**Met1 routing**

The bar under the picture is 20 um long. Supply wires on this layer in gray.
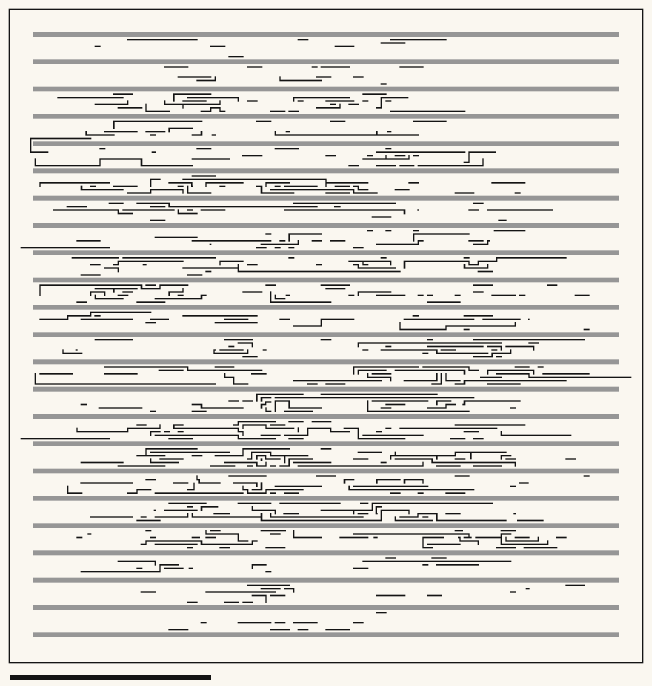
**M2 wires**

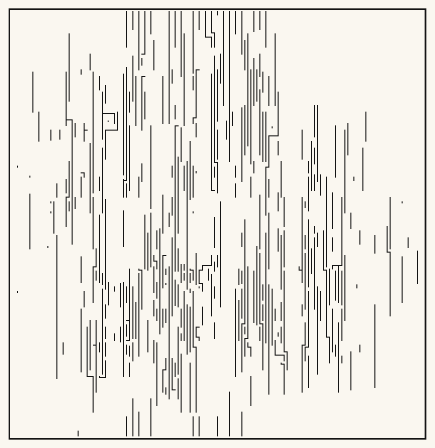
**M3 wires**

The bar under the picture is 20 um long.
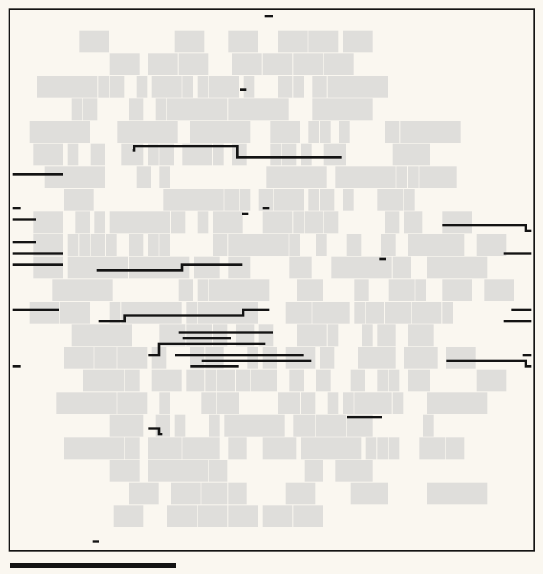
**Clock nets**

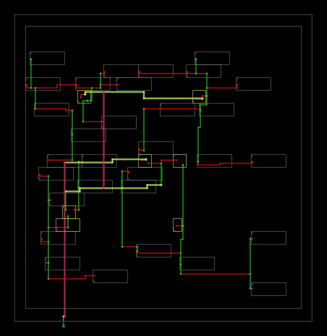
**Gate families picked out**

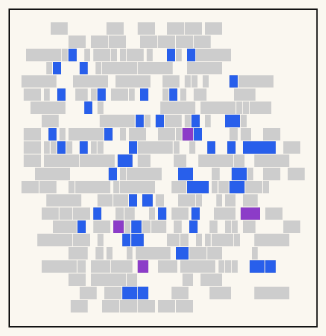
`config.mk`:
```
export PLATFORM = sky130hd
export DESIGN_NAME = xpt_sequencer_flat
export DESIGN_NICKNAME = d
export VERILOG_FILES = /design/src/rtl/xpt_pkg.sv /design/src/rtl/xpt_sequencer_if.sv /design/src/rtl/xpt_stretch_counter.sv /design/src/rtl/xpt_sequencer.sv /design/src/flat_wrapper.sv
export SDC_FILE = /design/constraint.sdc
export NUM_CORES = 1
export LEC_CHECK = 0
export CORE_AREA = 2 2 61 63
export CTS_CLUSTER_SIZE = 30
export DETAILED_ROUTE_END_ITERATION = 6
export DIE_AREA = 0 0 63 65
export GPL_TIMING_DRIVEN = 0
export PLACE_DENSITY = 0.77
export SYNTH_ARGS = -nofsm -noshare
export SYNTH_HDL_FRONTEND = slang
export SYNTH_SLANG_ARGS = --single-unit
```
`constraint.sdc`:
```
create_clock -name clk -period 2.5 [get_ports clk]
set_clock_uncertainty 0.05 [all_clocks]
set_input_delay 0.375 -clock clk [delete_from_list [all_inputs] [get_ports clk]]
set_output_delay 0.375 -clock clk [all_outputs]
set_load 0.005 [all_outputs]
```
`src/rtl/xpt_pkg.sv`:
```
// Shared types and widths for the execution phase sequencer.
package xpt_pkg;

    localparam int unsigned XptWidth    = 4;
    localparam int unsigned ItableWidth = 8;

    typedef enum logic [1:0] {
        StRun,
        StStretch,
        StFault
    } xpt_state_e;

endpackage

```
`src/rtl/xpt_sequencer_if.sv`:
```
// Handshake bundle between bus/memory timing, the decoders and the phase sequencer.
interface xpt_sequencer_if;

    logic                               enable;
    logic                               reset_xpt;
    logic                               mem_req;
    logic                               mem_wait;
    logic                               load_itable;
    logic [xpt_pkg::ItableWidth-1:0]    itable_in;
    logic                               reset_itable;
    logic                               clear_fault;

    logic [xpt_pkg::XptWidth-1:0]       XPT;
    logic [xpt_pkg::XptWidth-1:0]       notXPT;
    logic [xpt_pkg::ItableWidth-1:0]    ITABLE;
    logic [xpt_pkg::ItableWidth-1:0]    notITABLE;
    logic                               decode_enable;
    logic                               stalled;
    logic                               fault;

    modport master (
        output enable, reset_xpt, mem_req, mem_wait, load_itable, itable_in,
               reset_itable, clear_fault,
        input  XPT, notXPT, ITABLE, notITABLE, decode_enable, stalled, fault
    );

    modport slave (
        input  enable, reset_xpt, mem_req, mem_wait, load_itable, itable_in,
               reset_itable, clear_fault,
        output XPT, notXPT, ITABLE, notITABLE, decode_enable, stalled, fault
    );

endinterface

```
`src/rtl/xpt_stretch_counter.sv`:
```
// 2-bit down-counter with load, saturating at zero; counts remaining minimum stretch cycles.
module xpt_stretch_counter (
    input  logic       clk,
    input  logic       reset,
    input  logic       enable,
    input  logic       load,
    input  logic       dec,
    input  logic [1:0] load_value,
    output logic [1:0] count,
    output logic       zero
);

    logic [1:0] count_q;

    always_ff @(posedge clk) begin
        if (reset) begin
            count_q <= 2'd0;
        end else if (enable) begin
            if (load) begin
                count_q <= load_value;
            end else if (dec && (count_q != 2'd0)) begin
                count_q <= count_q - 2'd1;
            end
        end
    end

    assign count = count_q;
    assign zero  = (count_q == 2'd0);

endmodule

```
`src/rtl/xpt_sequencer.sv`:
```
// Execution phase sequencer: owns XPT and ITABLE plus their complements for the decoder tree.
module xpt_sequencer
    import xpt_pkg::*;
#(
    parameter int unsigned XPT_MAX  = 15,
    parameter int unsigned WAIT_MIN = 0
) (
    input logic            clk,
    input logic            reset,
    xpt_sequencer_if.slave bus
);

    localparam logic [XptWidth-1:0] XptMaxVal  = XptWidth'(XPT_MAX);
    localparam logic [1:0]          WaitMinVal = 2'(WAIT_MIN);

    xpt_state_e             state_q;
    logic [XptWidth-1:0]    xpt_q, not_xpt_q, xpt_inc;
    logic [ItableWidth-1:0] itable_q, not_itable_q;
    logic                   decode_enable_q, stalled_q, fault_q;

    logic [1:0] cnt;
    logic       cnt_zero, cnt_load, cnt_dec;
    logic       at_max, stretch_done;

    always_comb begin
        xpt_inc  = xpt_q + XptWidth'(1);
        at_max   = (xpt_q == XptMaxVal);
        // A memory cycle with no minimum and no wait is finished already: just advance.
        cnt_load = (state_q == StRun) && !bus.reset_xpt && bus.mem_req &&
                   ((WaitMinVal != 2'd0) || bus.mem_wait);
        cnt_dec  = (state_q == StStretch);
        // Counter holds the stretch cycles still owed including the current one.
        stretch_done = (cnt_zero || (cnt == 2'd1)) && !bus.mem_wait;
    end

    xpt_stretch_counter u_stretch_counter (
        .clk        (clk),
        .reset      (reset),
        .enable     (bus.enable),
        .load       (cnt_load),
        .dec        (cnt_dec),
        .load_value (WaitMinVal),
        .count      (cnt),
        .zero       (cnt_zero)
    );

    always_ff @(posedge clk) begin
        if (reset) begin
            state_q         <= StRun;
            xpt_q           <= '0;
            not_xpt_q       <= '1;
            itable_q        <= '0;
            not_itable_q    <= '1;
            decode_enable_q <= 1'b1;
            stalled_q       <= 1'b0;
            fault_q         <= 1'b0;
        end else if (bus.enable) begin
            if (bus.load_itable) begin
                itable_q     <= bus.itable_in;
                not_itable_q <= ~bus.itable_in;
            end else if (bus.reset_itable) begin
                itable_q     <= '0;
                not_itable_q <= '1;
            end

            unique case (state_q)
                StRun: begin
                    if (bus.reset_xpt) begin
                        xpt_q     <= '0;
                        not_xpt_q <= '1;
                    end else if (cnt_load) begin
                        state_q         <= StStretch;
                        decode_enable_q <= 1'b0;
                        stalled_q       <= 1'b1;
                    end else if (at_max) begin
                        state_q         <= StFault;
                        decode_enable_q <= 1'b0;
                        fault_q         <= 1'b1;
                    end else begin
                        xpt_q     <= xpt_inc;
                        not_xpt_q <= ~xpt_inc;
                    end
                end
                StStretch: begin
                    if (stretch_done) begin
                        stalled_q <= 1'b0;
                        if (at_max) begin
                            state_q <= StFault;
                            fault_q <= 1'b1;
                        end else begin
                            state_q         <= StRun;
                            decode_enable_q <= 1'b1;
                            xpt_q           <= xpt_inc;
                            not_xpt_q       <= ~xpt_inc;
                        end
                    end
                end
                StFault: begin
                    if (bus.clear_fault) begin
                        state_q         <= StRun;
                        decode_enable_q <= 1'b1;
                        fault_q         <= 1'b0;
                        xpt_q           <= '0;
                        not_xpt_q       <= '1;
                    end
                end
                default: begin
                    state_q         <= StRun;
                    decode_enable_q <= 1'b1;
                    stalled_q       <= 1'b0;
                    fault_q         <= 1'b0;
                end
            endcase
        end
    end

    assign bus.XPT           = xpt_q;
    assign bus.notXPT        = not_xpt_q;
    assign bus.ITABLE        = itable_q;
    assign bus.notITABLE     = not_itable_q;
    assign bus.decode_enable = decode_enable_q;
    assign bus.stalled       = stalled_q;
    assign bus.fault         = fault_q;

endmodule

```
`src/flat_wrapper.sv`:
```
// flat-port wrapper written by rule: the top's interface ports become plain ports
module xpt_sequencer_flat import xpt_pkg::*;
#(
    parameter int unsigned XPT_MAX  = 15,
    parameter int unsigned WAIT_MIN = 0
)
  (clk, reset, bus_enable, bus_reset_xpt, bus_mem_req, bus_mem_wait, bus_load_itable, bus_itable_in, bus_reset_itable, bus_clear_fault, bus_XPT, bus_notXPT, bus_ITABLE, bus_notITABLE, bus_decode_enable, bus_stalled, bus_fault);
  xpt_sequencer_if bus_i ();
  input logic clk;
  input logic reset;
  input wire logic [$bits(bus_i.enable)-1:0] bus_enable;
  input wire logic [$bits(bus_i.reset_xpt)-1:0] bus_reset_xpt;
  input wire logic [$bits(bus_i.mem_req)-1:0] bus_mem_req;
  input wire logic [$bits(bus_i.mem_wait)-1:0] bus_mem_wait;
  input wire logic [$bits(bus_i.load_itable)-1:0] bus_load_itable;
  input wire logic [$bits(bus_i.itable_in)-1:0] bus_itable_in;
  input wire logic [$bits(bus_i.reset_itable)-1:0] bus_reset_itable;
  input wire logic [$bits(bus_i.clear_fault)-1:0] bus_clear_fault;
  output wire logic [$bits(bus_i.XPT)-1:0] bus_XPT;
  output wire logic [$bits(bus_i.notXPT)-1:0] bus_notXPT;
  output wire logic [$bits(bus_i.ITABLE)-1:0] bus_ITABLE;
  output wire logic [$bits(bus_i.notITABLE)-1:0] bus_notITABLE;
  output wire logic [$bits(bus_i.decode_enable)-1:0] bus_decode_enable;
  output wire logic [$bits(bus_i.stalled)-1:0] bus_stalled;
  output wire logic [$bits(bus_i.fault)-1:0] bus_fault;
  assign bus_i.enable = bus_enable;
  assign bus_i.reset_xpt = bus_reset_xpt;
  assign bus_i.mem_req = bus_mem_req;
  assign bus_i.mem_wait = bus_mem_wait;
  assign bus_i.load_itable = bus_load_itable;
  assign bus_i.itable_in = bus_itable_in;
  assign bus_i.reset_itable = bus_reset_itable;
  assign bus_i.clear_fault = bus_clear_fault;
  assign bus_XPT = bus_i.XPT;
  assign bus_notXPT = bus_i.notXPT;
  assign bus_ITABLE = bus_i.ITABLE;
  assign bus_notITABLE = bus_i.notITABLE;
  assign bus_decode_enable = bus_i.decode_enable;
  assign bus_stalled = bus_i.stalled;
  assign bus_fault = bus_i.fault;
  xpt_sequencer #(.XPT_MAX(XPT_MAX), .WAIT_MIN(WAIT_MIN)) u_core (.clk(clk), .reset(reset), .bus(bus_i));
endmodule
```
==> job_summary.md <==
## Implementation flow summary

| Metric | Value |
|---|---|
| Status | `finished, final reports clean` |
| Grt met3 use | `4.69%` |
| Num CTS Buffers | `5` |
| Design area | `2040 um^2` |
| Plain + repair buffers | `50` |
| Total power | `968 uW` |
| Non-clock buffer share | `22.7%` |
| Max-Cap Viols | `0` |
| Fp util | `42.8%` |
| Largest net degree at the start of global routing | `11` |
| Met1 GRT Util | `between 20% and 30%` |
| FF-to-FF path depth | `6` |
| CTS tree | `yes` |
| Comb power frac | `14.8%` |
| Ys Warns | `0` |
| Area fraction in compound gates | `24.7%` |
| Slew HR | `slightly above 60%` |
| DR top layer | `met4` |
| Util after Layout | `58.5%` |
| Nets | `251` |
| Slew Viols, Final | `0` |
| Final worst slack | `0.498 ns` |
| Crit path largest cell delay | `approximately 0.39 ns` |
| Max VDD drop | `around 0.38 mV` |
| R2R Path Start | `u_core.state_q[0]$_SDFFE_PP0P_` |
| Vias | `1470` |
| Register Area | `621 um^2` |
| List of most frequent post-synthesis cells | `dfxtp_1 (31), nand2_1 (31), o21ai_0 (16)` |
| Most frequent cell on the critical path | `a211o_1` |
| Row count | `22` |
| Syn avg cell area | `8.46 um^2` |
| Worst hold slack | `0.409 ns` |
| Top cells, area | `dfxtp_1 (41%), nand2_1 (7.8%), ha_1 (5.8%)` |
| Metal1 wirelength | `1.58 mm` |
| Worst Setup EP | `u_core.bus.XPT[0]$_SDFFE_PP0P_` |
| Tcrit/Tclk final | `80.1%` |
| Inst Count DP | `268` |
| Clk tree area frac | `2.75%` |
| HP Class | `register to register` |
| Dpl ws | `0.341 ns` |
| CP arrival | `2.18 ns` |
| Vias in the first global route | `1407` |
| Cts hold-fix bufs | `0` |
| Drt initial violations | `around 80` |
| FFs w/ async S/R, synth | `0%` |
| Top power group | `sequential cells` |
| RR Endpoint | `u_core.bus.XPT[0]$_SDFFE_PP0P_` |
| Antenna-violating nets left | `0` |
| Syn_nets | `between 200 and 250` |
| Register share after synthesis | `roughly two fifths` |
-- 'met1 routing' (at the start) --
The wires run mostly horizontal. The longest straight run is 19.8 um. 230 nets have wire on it. The layer holds 42% of the routed length. The layer carries 1580 um of wire.

-- 'M2 wires' (at the start) --
The wires run mostly vertical. The layer carries 1870 um of wire. The longest straight run is 22.8 um. 217 nets have wire on it.

-- 'M3 wires' (at the start) --
The wires run mostly horizontal. The longest straight run is 15.2 um.

-- 'clock nets' (at the start) --
seq_cells: 31
clk latency late pin: 0.34 ns
clkbuf count: 6
clock-net power: 303 uW

-- 'gate families picked out' (at the start) --
Purple marks AND and OR gates, cells 4. Blue marks inverting AOI/OAI gates, cells 45.
logic share of the area: 39.2%
post-route insts no fill: 275
Top cell excl fill/tap: clkdlybuf4s50_1

## worst max-delay path, delay by kind of cell, from the launching register on
kind / cells / cell delay [ns]
AOI/OAI and AO/OA: 3 / 0.93
adders and majority gates: 1 / 0.25
buffers and inverters: 1 / 0.09
DFF: 1 / 0.39
and+or+nand+nor: 1 / 0.18
## worst min-delay path by stage
stage,endpoint,cells after the start
global placement,u_core.bus.ITABLE[7]$_SDFFE_PP0P_,2
finish,u_core.bus.ITABLE[7]$_SDFFE_PP0P_,2
CTS,u_core.bus.ITABLE[7]$_SDFFE_PP0P_,2
global route,u_core.bus.ITABLE[4]$_SDFFE_PP0P_,2
floorplan,u_core.u_stretch_counter.count[0]$_SDFFE_PP0P_,2
detailed placement,u_core.bus.ITABLE[7]$_SDFFE_PP0P_,2
No activity file was given, so power comes from the tool's default toggle rates.
